==> config.mk <==
export PLATFORM = sky130hd
export DESIGN_NAME = conv_112_49
export DESIGN_NICKNAME = d
export VERILOG_FILES = /design/src/rtl/conv_pkg.sv /design/src/rtl/conv_mac.sv /design/src/rtl/conv_112_49.sv
export SDC_FILE = /design/constraint.sdc
export NUM_CORES = 2
export LEC_CHECK = 0
export CORE_UTILIZATION = 60
export CTS_CLUSTER_DIAMETER = 50
export CTS_CLUSTER_SIZE = 20
export DETAILED_ROUTE_END_ITERATION = 8
export PLACE_DENSITY = 0.86
export SLEW_MARGIN = 40
export SYNTH_ARGS = -nofsm -noshare
export SYNTH_HDL_FRONTEND = slang
export SYNTH_HIERARCHICAL = 1
export SYNTH_SLANG_ARGS = --single-unit
==> constraint.sdc <==
create_clock -name clk -period 14.61 [get_ports clk]
set_input_delay 4.383 -clock clk [delete_from_list [all_inputs] [get_ports clk]]
set_output_delay 4.383 -clock clk [all_outputs]
set_load 0.02 [all_outputs]
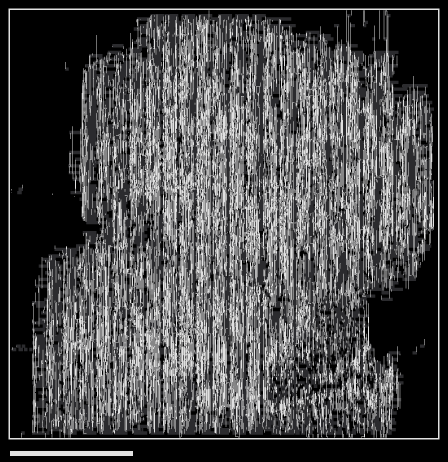
(images/met2.png)
The bar under the picture is 100 µm long. Cells faint in the background.
The longest straight run is 95.9 µm. The layer holds 50% of the routed length. The layer carries 85.7 mm of wire. 3841 nets have wire on it. The wires run mostly vertical.
drt total wl: 173000 µm
GR met2 Demand/Resource: 0.472
via total after detailed routing: 38400

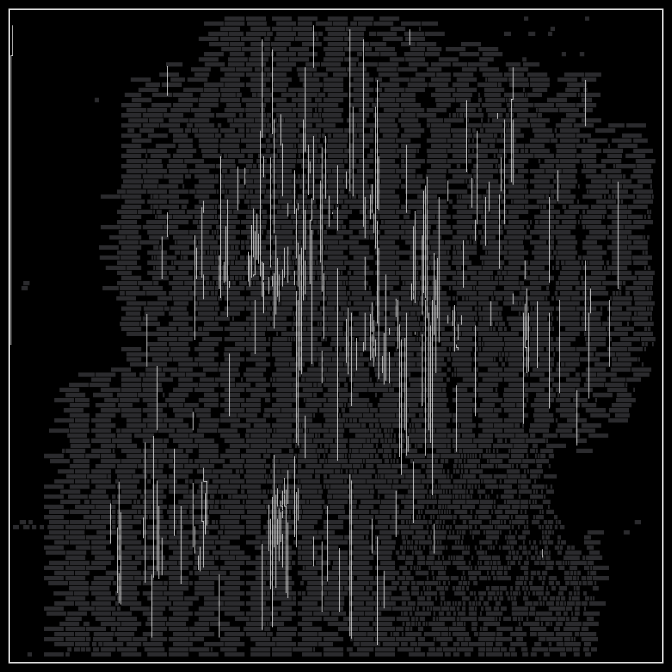
(images/met4.png)
Cells faint in the background.
The layer carries 7750 µm of wire. The layer holds 4.5% of the routed length. The longest straight run is 155 µm. 176 nets have wire on it.

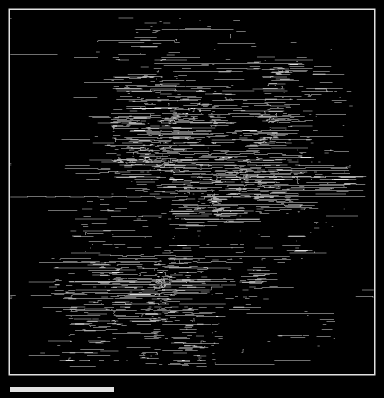
(images/met3.png)
The bar under the picture is 100 µm long.
The longest straight run is 142 µm. 817 nets have wire on it. The layer holds 11% of the routed length.
met3 layer usage reported by global route: 0.0648

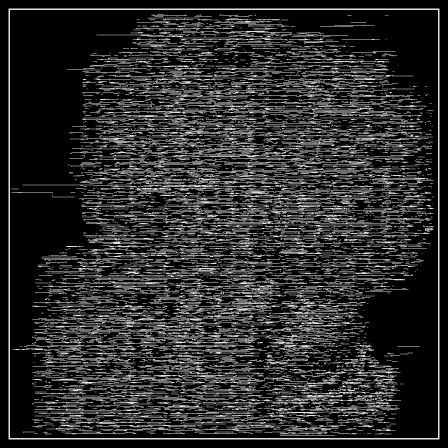
(images/met1.png)
3964 nets have wire on it. The layer holds 35% of the routed length. The longest straight run is 63.0 µm. The wires run mostly horizontal.
fraction of met1 tracks used by global routing: 0.376

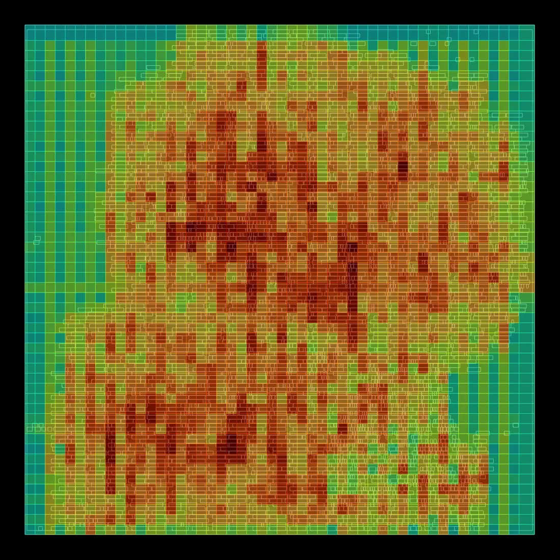
(images/final_congestion.png)
most crowded layer after global routing: met2
Routed WL per cell: 30.9 µm
total global routing track utilization: 0.287
final core area utilization: 0.663

==> impl_metrics.env <==
# flow metrics
export IMPL_layout_worst_path_cycle_share=0.508
export IMPL_placed_area_um2=74800
export IMPL_layout_area_growth_over_synthesis_pct=8.92
export IMPL_synth_avg_cell_area_um2=18.7
export IMPL_mappedNetlistArea_um2=72100
export IMPL_place_congestion=0.883
export IMPL_boundaryPins=54
export IMPL_dr_pass1_iters=8
export IMPL_nNetsFinal=4106
export IMPL_enable_flop_cells=1630
export IMPL_cts_buffers_inserted=115
export IMPL_critical_path_cell_count=27
export IMPL_floorplan_initialDensity=0.608
export IMPL_synth_nets=4071
export IMPL_setup_viol=0
export IMPL_worst_hold_path_num_cells=1
export IMPL_yosys_stat_chipArea_um2=72100
export IMPL_worst_slew_margin_rel=0.387
export IMPL_outcome="complete, no violations"
export IMPL_warning_count=33
export IMPL_ys_async_sr_fraction=0.0485
export IMPL_via_count_of_the_first_global_routing_pass=38800
export IMPL_power_density_nw_per_um2=125
export IMPL_rsz0062_at_grt="no"
export IMPL_startpoint_type="register"
export IMPL_max_cap_violations=0
export IMPL_die_extent_in_x_um=349
export IMPL_synth_xor_area_share=0.00689
export IMPL_power_total_uw=9810
export IMPL_total_congestion_overflow=0
export IMPL_timing_max_transition_violations_final=0
export IMPL_yosysWarningCount=6
export IMPL_synth_cells_yosys=3864
export IMPL_cts_hold_buf=0
export IMPL_timing_worst_slew_pin_value_ps=919
export IMPL_peakVddDrop_mv=0.109
export IMPL_hold_viol_final=0
export IMPL_synth_cellmix_compoundShare=0.0187
export IMPL_total_negative_slack_ps=0
export IMPL_vias_per_cell=6.87
export IMPL_crit_family="adder cells"
export IMPL_cts_clk_slew_worst_paths_ps=80
export IMPL_timing_clock_skew_ps=25.2
export IMPL_critical_path_slowest_cell="fa_1"
export IMPL_clk_root_buffer_cell="clkbuf_16"
export IMPL_hp_class="reg -> reg"
export IMPL_clock_fmax_mhz=135
export IMPL_max_clock_path_buffers=3
export IMPL_critical_path_max_stage_delay_ps=540
export IMPL_synth_seq_share=0.708
export IMPL_clk_latency_ps=740
export IMPL_largest_register_ffs=1120
export IMPL_top_cells_by_area="edfxtp_1, mux4_2, dfrtp_1, fa_1, nand2_1"
export IMPL_yosys_register_bits=1713
export IMPL_r2r_slack_ps=7190
export IMPL_placement_rows=126
export IMPL_pin_count_of_the_biggest_net_entering_global_routing=101
export IMPL_worstPathBufferInverterCount=5
export IMPL_worstSetupEndpointType="register"
export IMPL_number_of_standard_cells_after_synthesis=3864
==> cell type report <==
type	count	area, µm²
sequential	1713	51000
fill	7116	40000
multi-input combinational	1802	20200
clock buffer	133	3000
tap	1600	2000
timing repair buffer	110	1080
clock inverter	69	691
inverter	157	589
antenna	4	10.0
==> per-layer routing <==
| layer | vias up | part of all wire | GRT usage | wire length, µm |
|---|---|---|---|---|
| li1 | 15200 | - | - | - |
| met1 | 19800 | 0.35 | 0.376 | 59800 |
| met2 | 2872 | 0.50 | 0.472 | 85700 |
| met3 | 503 | 0.11 | 0.0648 | 19400 |
| met4 | 6 | 0.045 | 0.115 | 7750 |
| met5 | - | 0.00020 | 0 | 34 |
==> layout by cell type, fill, tap and decap left out, types with 38 or more instances in the layout <==
master and instances:
buf_4 51, nand3_1 81, dfrtp_1 79, nand2_1 304
nor2_2 157, nor2_1 79, edfxtp_1 1630, ha_1 88
clkbuf_16 117, clkdlybuf4s50_1 39, mux2i_1 44, fa_1 92
and2_1 44, inv_1 153, mux4_2 440, a21oi_1 38
==> cell usage after synthesis (all sizes together), types with 11 or more instances <==
cell type	count
xor2	17
o211ai	13
edfxtp	1630
o21ai	39
nand4	16
nor2b	19
a211oi	14
ha	89
a311oi	20
nand2	304
and3	33
nor3	18
nor4b	11
nand3	81
inv	156
and4	19
nor2	237
dfrtp	83
and2	45
a21oi	39
buf	92
mux4	440
mux2	37
xnor2	38
mux2i	44
nand3b	11
clkbuf	100
fa	93
==> per-stage QoR <==
| step | hold WS [ps] | instances | setup slack [ps] |
|---|---|---|---|
| 3_3_place_gp | 487 | 5376 | 7300 |
| 6_report | 507 | 5588 | 7190 |
| 5_1_grt | 529 | 5584 | 6640 |
| 2_1_floorplan | 482 | 3864 | 7630 |
| 3_5_place_dp | 493 | 5381 | 7210 |
| 4_1_cts | 510 | 5583 | 7180 |
==> power by group <==
| part | internal (µW) | switching (µW) | leakage (µW) |
|---|---|---|---|
| clock network | 1590 | 1720 | 0.00177 |
| logic | 299 | 601 | 0.00766 |
| registers | 5510 | 91.7 | 0.0158 |
| total | 7400 | 2410 | 0.0252 |
==> logic make-up (layout without fill, tap and decap cells) <==
family,Yosys count,count (layout)
adders and majority gates,182,182
and+or+nand+nor,850,850
muxes,521,521
buffers and inverters,349,469
xor gates and xnor gates,55,55
DFF,1713,1713
other,0,4
AOI/OAI and AO/OA,194,194
Power figures rest on the tool's default switching activity, not on a simulated workload.
